[src/rtl/vec_regfile_p.sv]
`default_nettype none
// ============================================================================
// Module   : vec_regfile_p
// Purpose  : Parametrised vector register file for the vector datapath.
//            NUM_ELEMS element registers of ELEM_W bits, accessed as
//            LANES-wide vectors of consecutive elements with wrap-around.
//            Two combinational read ports, one masked valid/ready write
//            port, and a clear sequencer that zeroes one element per cycle.
// Revision : 1.0 - initial release
// ----------------------------------------------------------------------------
// Ports
//   clk        in   1             rising-edge clock
//   rst_n      in   1             asynchronous active-low reset
//   rd_addr_a  in   AW            base element address, read port A
//   rd_data_a  out  LANES*ELEM_W  lane k = element (rd_addr_a+k) mod NUM_ELEMS
//   rd_addr_b  in   AW            base element address, read port B
//   rd_data_b  out  LANES*ELEM_W  same layout as port A
//   wr_valid   in   1             write request
//   wr_ready   out  1             write can be accepted this cycle
//   wr_addr    in   AW            base element address for the write
//   wr_mask    in   LANES         per-lane write enable
//   wr_data    in   LANES*ELEM_W  write data, same lane layout as reads
//   clr_req    in   1             start a clear sweep (level-sampled)
//   busy       out  1             clear sweep in progress
// ----------------------------------------------------------------------------
// Configuration macro
//   VREG_BYPASS_EN : when defined, read lanes forward the value being written
//                    to their element in the same cycle (write data, or zero
//                    for the element being swept).
// ============================================================================
module vec_regfile_p #(
  parameter int ELEM_W    = 32,
  parameter int LANES     = 2,
  parameter int NUM_ELEMS = 8,
  parameter int AW        = $clog2(NUM_ELEMS)
) (
  input  logic                    clk,
  input  logic                    rst_n,
  input  logic [AW-1:0]           rd_addr_a,
  output logic [LANES*ELEM_W-1:0] rd_data_a,
  input  logic [AW-1:0]           rd_addr_b,
  output logic [LANES*ELEM_W-1:0] rd_data_b,
  input  logic                    wr_valid,
  output logic                    wr_ready,
  input  logic [AW-1:0]           wr_addr,
  input  logic [LANES-1:0]        wr_mask,
  input  logic [LANES*ELEM_W-1:0] wr_data,
  input  logic                    clr_req,
  output logic                    busy
);

  localparam logic [AW-1:0] c_last_idx = AW'(NUM_ELEMS - 1);

  typedef enum logic [0:0] {
    ST_IDLE  = 1'b0,
    ST_SWEEP = 1'b1
  } state_t;

  state_t        r_state;
  state_t        w_state_nxt;
  logic [AW-1:0] r_sweep_idx;
  logic [AW-1:0] w_sweep_idx_nxt;
  logic          w_wr_fire;

  // Per-element update strobe and value. These are the single point where
  // both the sweep and the write port land, and the bypass path reuses them.
  logic [NUM_ELEMS-1:0] w_elem_we;
  logic [ELEM_W-1:0]    w_elem_wd [NUM_ELEMS];
  logic [ELEM_W-1:0]    w_mem     [NUM_ELEMS];

  assign w_wr_fire = wr_valid && wr_ready;

  // --------------------------------------------------------------------------
  // Clear sequencer FSM
  // --------------------------------------------------------------------------
  always_ff @(posedge clk or negedge rst_n) begin
    if (!rst_n) begin
      r_state     <= ST_IDLE;
      r_sweep_idx <= '0;
    end else begin
      r_state     <= w_state_nxt;
      r_sweep_idx <= w_sweep_idx_nxt;
    end
  end

  always_comb begin
    w_state_nxt     = r_state;
    w_sweep_idx_nxt = r_sweep_idx;
    wr_ready        = 1'b0;
    busy            = 1'b0;
    case (r_state)
      ST_IDLE: begin
        // A pending clear takes priority over a write in the same cycle.
        wr_ready = !clr_req;
        if (clr_req) begin
          w_state_nxt     = ST_SWEEP;
          w_sweep_idx_nxt = '0;
        end
      end
      ST_SWEEP: begin
        busy            = 1'b1;
        w_sweep_idx_nxt = r_sweep_idx + 1'b1;
        if (r_sweep_idx == c_last_idx) begin
          w_state_nxt = ST_IDLE;
        end
      end
      default: begin
        w_state_nxt     = ST_IDLE;
        w_sweep_idx_nxt = '0;
      end
    endcase
  end

  // --------------------------------------------------------------------------
  // Element storage
  // --------------------------------------------------------------------------
  for (genvar i = 0; i < NUM_ELEMS; i++) begin : g_elem
    localparam logic [AW-1:0] c_idx = AW'(i);

    logic              w_we;
    logic [ELEM_W-1:0] w_wd;
    logic [ELEM_W-1:0] r_elem;

    // Sweep and write never overlap: wr_ready is low for the whole sweep.
    // Lanes of one write hit distinct elements, so at most one lane matches.
    always_comb begin
      w_we = 1'b0;
      w_wd = '0;
      if (r_state == ST_SWEEP) begin
        w_we = (r_sweep_idx == c_idx);
      end else begin
        for (int k = 0; k < LANES; k++) begin
          if (w_wr_fire && wr_mask[k] && ((wr_addr + AW'(k)) == c_idx)) begin
            w_we = 1'b1;
            w_wd = wr_data[k*ELEM_W +: ELEM_W];
          end
        end
      end
    end

    always_ff @(posedge clk or negedge rst_n) begin
      if (!rst_n) begin
        r_elem <= '0;
      end else if (w_we) begin
        r_elem <= w_wd;
      end
    end

    assign w_elem_we[i] = w_we;
    assign w_elem_wd[i] = w_wd;
    assign w_mem[i]     = r_elem;
  end

  // --------------------------------------------------------------------------
  // Read ports: lane address is an AW-bit truncating add, giving wrap-around.
  // --------------------------------------------------------------------------
  for (genvar k = 0; k < LANES; k++) begin : g_lane
    localparam logic [AW-1:0] c_off = AW'(k);

    logic [AW-1:0] w_addr_a;
    logic [AW-1:0] w_addr_b;

    assign w_addr_a = rd_addr_a + c_off;
    assign w_addr_b = rd_addr_b + c_off;

`ifdef VREG_BYPASS_EN
    assign rd_data_a[k*ELEM_W +: ELEM_W] =
      w_elem_we[w_addr_a] ? w_elem_wd[w_addr_a] : w_mem[w_addr_a];
    assign rd_data_b[k*ELEM_W +: ELEM_W] =
      w_elem_we[w_addr_b] ? w_elem_wd[w_addr_b] : w_mem[w_addr_b];
`else
    assign rd_data_a[k*ELEM_W +: ELEM_W] = w_mem[w_addr_a];
    assign rd_data_b[k*ELEM_W +: ELEM_W] = w_mem[w_addr_b];
`endif
  end

endmodule
`default_nettype wire

[config.mk]
export PLATFORM = sky130hd
export DESIGN_NAME = vec_regfile_p
export DESIGN_NICKNAME = d
export VERILOG_FILES = /design/src/rtl/vec_regfile_p.sv
export SDC_FILE = /design/constraint.sdc
export NUM_CORES = 1
export LEC_CHECK = 0
export CORE_AREA = 2 2 221 223
export CTS_CLUSTER_SIZE = 16
export DETAILED_ROUTE_END_ITERATION = 8
export DIE_AREA = 0 0 223 225
export PLACE_DENSITY = 0.66
export SETUP_SLACK_MARGIN = 0.4
export SLEW_MARGIN = 40
export SYNTH_ARGS = -nofsm -noshare
export SYNTH_HDL_FRONTEND = slang
export SYNTH_SLANG_ARGS = --single-unit
[constraint.sdc]
create_clock -name clk -period 5 [get_ports clk]
set_input_delay 1.25 -clock clk [delete_from_list [all_inputs] [get_ports clk]]
set_output_delay 1.25 -clock clk [all_outputs]
set_load 0.005 [all_outputs]
==> results.cfg, run 1 <==
; synthesis and place-and-route metrics
[global_route]
grt_overflow_total = 0
grt_pass1_wl_mm = 114
track_usage_pct = 30.3
antenna_found_initial = 2
grt_pass1_vias = 17100
grt_max_degree = 60

[worst_setup_path]
critPathMaxFanout = 20
reg2regPathDepth = 5
path_class = input port to primary output
timing.rr.end = g_elem[5].r_elem[24]$_DFFE_PN0P_
cp-start-kind = input port
r2r_setup_slack_ps = 2150
r2r-start = r_state$_DFF_PN0_
cp.required_ps = 3750
worst-endpoint-arrival_ps = 3290
endpoint_kind = primary output

[timing]
hold_ws_ps = 549
rsz0062_at_grt = false
hold_violations = 0
setup_viol = 0
tightestPinTransition_ps = 909
setup_tns_ps = 0
layout_min_cycle_time_ps = 4540
clock_skew_ps = 12.0
period_used_pct = 90.8
relSlewSlack_pct = 39.4
max_freq_ghz = 0.220
setup_slack_ps = 458

[power_and_ir_drop]
p_sw_mw = 3.41
power_mw = 9.41
p_int_mw = 6.00
combinationalPowerShare_pct = 37.8
leakagePower_nw = 10.7
sw_frac_of_total_pct = 36.2
clkPwrFrac_pct = 27.3
p_seq_share_pct = 35.0

[hold_path]
min_to = r_sweep_idx[0]$_DFFE_PN0P_
min_delay_path_depth = 1
hp-class = register to register
min-delay-start = r_sweep_idx[0]$_DFFE_PN0P_

[clock_network]
cts_made_buffers = 35
cts_max_path_buffers = 3
cts_tree = yes
ctsHoldBuffers = 0
clockRootBuffer = clkbuf_16
htreeDepth = 2
cts_sinks = 260
insertion_delay_ps = 530
clk_pin_slew_worst_paths_ps = 60

[placed_design]
place_area_um2 = 23900
dp_hpwl_mm = 45.5
pre_cts_ws_ps = 391
post-place-cells = 2351
routabilityCongestion = 0.837

[yosys]
yosysChipArea_um2 = 21300
ys_async_sr_fraction_pct = 100
synth_seq_share_pct = 30.5
syn-num-nets = 1791
syn_inst = 1704
syn_area_um2 = 21300
yosys_cells = 1704
postSynthAreaPerCell_um2 = 12.5
yosys_warnings = 0
enable_flop_cells = 0
synth_cell_types = 35
ys.flops = 260

[job]
tool_warnings = 31
cap_violations = 0

[detailed_routing]
drt_iter0_markers = 1568
postRouteAntennaNets = 0
drc_errors = 0
routed_wirelength_mm = 75.3
viasPerCell = 6.84
detail_route.first_pass.iterations = 5
num_vias = 16500

[cells_and_area]
area_growth_pct = 17.8
final_cells = 2416
layout_top_cells = mux2i_1, dfrtp_1, mux4_2
nets = 1861
layout_top_cell = mux2i_1
design_area_um2 = 25100
layout-drive-gt1-share_pct = 35.5

[die]
pin_count = 209
die_w_um = 223
fp-row-count = 80
fp.dieH_um = 225
fp-utilization_pct = 44.8

[run_status]
status = completed
## run 1: flip-flops by register name (all words and copies together), names as in the netlist
name and cells:
g_elem.r_elem 256, r_state 1, r_sweep_idx 3
## run 1: critical path, cell delays in order
cell and delay (ps):
buf_6 150, ha_4 350, buf_4 360, mux4_2 360, mux2_2 310, clkdlybuf4s50_1 470
## run 1: routing by layer
metal  global-route usage [%]  vias up  share of wire, %
met5                        0        -             0.011
met1                     39.3     8685                39
met3                     5.55      213               7.8
met2                     50.0      895                49
li1                         -     6730                 -
met4                     12.9        2               4.2
## run 1: Yosys cell counts (2+ instances only)
cell	n	area (um2)
nor3b_1	2	15.0
mux2_2	128	1440
o21ai_0	63	315
clkbuf_1	154	578
or4b_1	2	20.0
nand3_2	51	510
nor4b_1	2	17.5
dfrtp_1	260	6510
ha_1	8	100
xor2_1	2	17.5
mux4_2	256	5770
nor3_2	2	20.0
mux2i_1	385	3850
buf_6	15	169
buf_2	53	265
nand2_1	135	507
nand3b_1	2	15.0
buf_4	8	60.1
nand3_1	85	425
nor2_1	5	18.8
o21ai_1	12	60.1
inv_1	4	15.0
o21ai_2	58	508
## run 1: final cells by class
type | instances | area, um2 | share of cell area (%)
well taps | 615 | 769 | 3.07
clock inverters | 14 | 156 | 0.623
multi-input cells | 1209 | 13900 | 55.4
repair buffers | 264 | 2760 | 11.0
clock buffers | 48 | 995 | 3.96
inverters | 4 | 15.0 | 0.0598
flip-flops and latches | 260 | 6510 | 25.9
diodes | 2 | 5.00 | 0.0199
## run 1: cell families (layout without fill, tap and decap cells)
family                     count (synthesis)  in the layout  share of synthesized area, %
AOI/OAI and AO/OA                        135            135                          4.21
adders and majority gates                  8              8                         0.470
other                                      0              2                             0
DFF                                      260            260                          30.5
muxes                                    769            769                          51.9
xor gates and xnor gates                   2              2                        0.0822
and+or+nand+nor                          295            295                          7.69
buffers and inverters                    235            330                          5.12
## run 1: how the worst max path moves through the flow
stage | startpoint | endpoint | cells after the start
finish | rd_addr_b[0] | rd_data_b[48] | 6
CTS | rd_addr_a[1] | rd_data_a[3] | 5
global route | rd_addr_b[0] | rd_data_b[54] | 6
floorplan | rd_addr_a[0] | rd_data_a[32] | 5
global placement | rd_addr_a[1] | rd_data_a[46] | 6
detailed placement | rd_addr_a[1] | rd_data_a[3] | 5
## run 1: what timing repair did
action	CTS	global route
setup buffers	1	0
gates resized	0	1
cloned	0	0
pin swaps	0	0
hold endpoints to repair	0	0
endpoints found under the setup margin	7	11
## run 1: power groups by stage
| stage | Combinational [mW] | Sequential [mW] | Clock [mW] |
|---|---|---|---|
| CTS | 3.54 | 3.27 | 2.59 |
| floorplan | 2.12 | 3.03 | 0 |
| finish | 3.55 | 3.29 | 2.57 |
| detailed placement | 3.51 | 3.30 | 0 |
| global placement | 3.43 | 3.25 | 0 |
| global route | 3.75 | 3.37 | 2.69 |
run_1/ff_map.png
Other sequential cells in the stronger gray, the rest of the logic in the fainter gray.
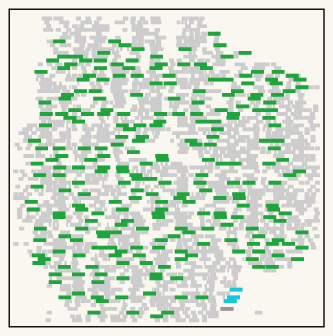
legend:
  green:
    name_in_the_netlist: g_elem.r_elem
    flops: 256
    where: spread over the die
  cyan:
    name_in_the_netlist: r_sweep_idx
    flops: 3
not colored: 1

run_1/congestion_map.png
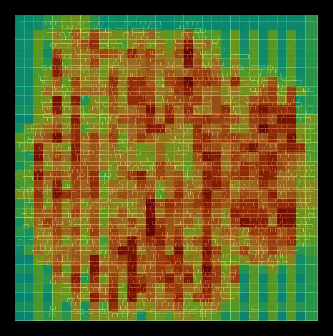
post-layout util: 52.8%
Avg WL per Cell: 31.2 um
met3 GRT Util: 5.55%

run_1/layers.png
Two of the layers only.
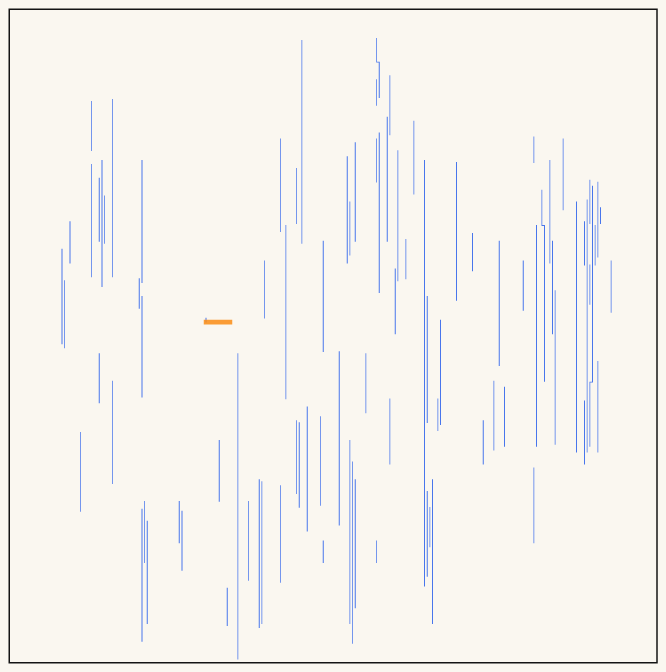
legend:
  blue:
    layer: M4
    wire_length: 3140 um
  orange:
    layer: M5
    wire_length: 8.30 um

## Run 2: what changed since run 1
Settings changed: CAP_MARGIN from default to 0.
run_2/ff_map.png
Other sequential cells in the stronger gray, the rest of the logic in the fainter gray.
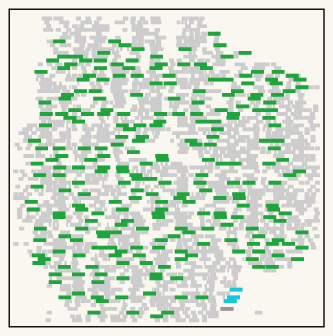
legend:
  cyan:
    name_in_the_netlist: r_sweep_idx
    flops: 3
  green:
    name_in_the_netlist: g_elem.r_elem
    flops: 256
    where: spread over the die
not colored: 1

==> run 2 against run 1 <==
Effect of this change: via count unchanged; critical path depth did not move; combinational power is essentially flat; first-iteration DRC count unchanged; design area is the same; global-route usage is the same; worst setup slack unchanged.
==> results.cfg, run 2 <==
; synthesis and place-and-route metrics
[worst_setup_path]
cp.required_ps = 3750
critical_path.top_delay_family = buffers and inverters
cp-start-kind = input port
slowest_stage = clkdlybuf4s50_1
worst-endpoint-arrival_ps = 3290
path_buffers = 3
path_class = input port to primary output

[detailed_routing]
routedWlPerCell_um = 31.2
viasPerCell = 6.84
routed_wirelength_mm = 75.3
detail_route.first_pass.iterations = 5
drt_iter0_markers = 1568

[die]
pin_count = 209
fp-row-count = 80
die_w_um = 223

[yosys]
yosysChipArea_um2 = 21300
top_cells_by_area = dfrtp_1, mux4_2, mux2i_1
yosys_warnings = 0
synth_cell_types = 35
postSynthAreaPerCell_um2 = 12.5
netlist_top_cells_count = mux2i_1, dfrtp_1, mux4_2, clkbuf_1, nand2_1

[timing]
tightestPinTransition_ps = 909
clock_skew_ps = 12.0

[cells_and_area]
layout_top_cell = mux2i_1
layout_top_cells = mux2i_1, dfrtp_1, mux4_2
regMostFlops = g_elem.r_elem
layout-drive-gt1-share_pct = 35.5

[clock_network]
cts_max_path_buffers = 3
cts_made_buffers = 35
cts_sinks = 260
clk_pin_slew_worst_paths_ps = 60
clockRootBuffer = clkbuf_16
htreeDepth = 2

[global_route]
antenna_found_initial = 2
grt_max_degree = 60

[run_status]
status = completed

[power_and_ir_drop]
clkPwrFrac_pct = 27.3
leakagePower_nw = 10.7
run_2/congestion_map.png
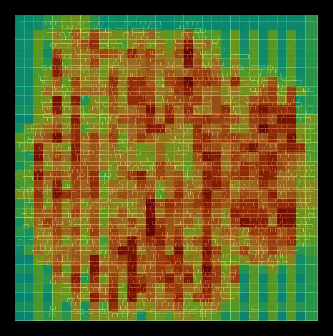
met2 usage: 50.0%
GR Util met1: 39.3%
Total GRT Usage: 30.3%

-- run 2: cell counts after synthesis --
Identical to the previous run, type by type.
-- run 2: cells by family after synthesis --
logic type                 Yosys count  synth area share [%]
AOI/OAI and AO/OA                  135                  4.21
xor gates and xnor gates             2                0.0822
adders and majority gates            8                 0.470
buffers and inverters              235                  5.12
DFF                                260                  30.5
muxes                              769                  51.9
and+or+nand+nor                    295                  7.69
-- run 2: power by group through the flow --
stage	sequential [mW]	clock (mW)	combinational (mW)
2_1_floorplan	3.03	0	2.12
3_3_place_gp	3.25	0	3.43
4_1_cts	3.27	2.59	3.54
6_report	3.29	2.57	3.55
3_5_place_dp	3.30	0	3.51
5_1_grt	3.37	2.69	3.75
-- run 2: repair_timing --
action	4_1_cts	5_1_grt
buffers inserted	1	0
endpoints found under the setup margin	7	11
hold endpoints to repair	0	0
gates resized	0	1
cloned	0	0
hold buffers	0	0
-- run 2: worst paths after layout --
| path | end | slack, ps | depth (start not counted) | start |
|---|---|---|---|---|
| worst max-delay path | rd_data_b[48] | 460 | 6 | rd_addr_b[0] |
| worst min-delay path | r_sweep_idx[0]$_DFFE_PN0P_ | 550 | 1 | r_sweep_idx[0]$_DFFE_PN0P_ |
| worst max register to register | g_elem[5].r_elem[24]$_DFFE_PN0P_ | 2150 | 5 | r_state$_DFF_PN0_ |
| worst min register to register | r_sweep_idx[0]$_DFFE_PN0P_ | 550 | 1 | r_sweep_idx[0]$_DFFE_PN0P_ |
| max in group asynchronous | g_elem[3].r_elem[4]$_DFFE_PN0P_ | 3150 | 3 | rst_n |
| min in group asynchronous | r_state$_DFF_PN0_ | 670 | 1 | rst_n |
-- run 2: area by class of cell --
cell class / count / area (um2)
inverter: 4 / 15.0
clock inverter: 14 / 156
tap: 615 / 769
multi-input combinational: 1209 / 13900
fill: 3994 / 22400
antenna: 2 / 5.00
sequential: 260 / 6510
clock buffer: 48 / 995
timing repair buffer: 264 / 2760
-- run 2: layer usage --
metal  routed length (um)  up-vias  global-route usage (%)
li1                     -     6730                       -
met1                29500     8685                    39.3
met2                36700      895                    50.0
met3                 5890      213                    5.55
met4                 3140        2                    12.9
met5                    8        -                       0
-- run 2: through the flow --
stage               setup slack (ps)  cells  util [%]  area (um2)
floorplan                        953   1704         -       21300
global placement                 415   2349      50.2       23900
detailed placement               391   2351      50.3       23900
CTS                              387   2414      52.8       25100
global route                     417   2415      52.8       25100
finish                           458   2416      52.8       25100
-- run 2: worst reg2reg max path: cells and delay by family (launching register included) --
family | cells | cell delay, ps
AOI/OAI and AO/OA | 1 | 70
buffers and inverters | 1 | 380
DFF | 1 | 610
and+or+nand+nor | 3 | 1660
Power and IR drop assume default switching activity.
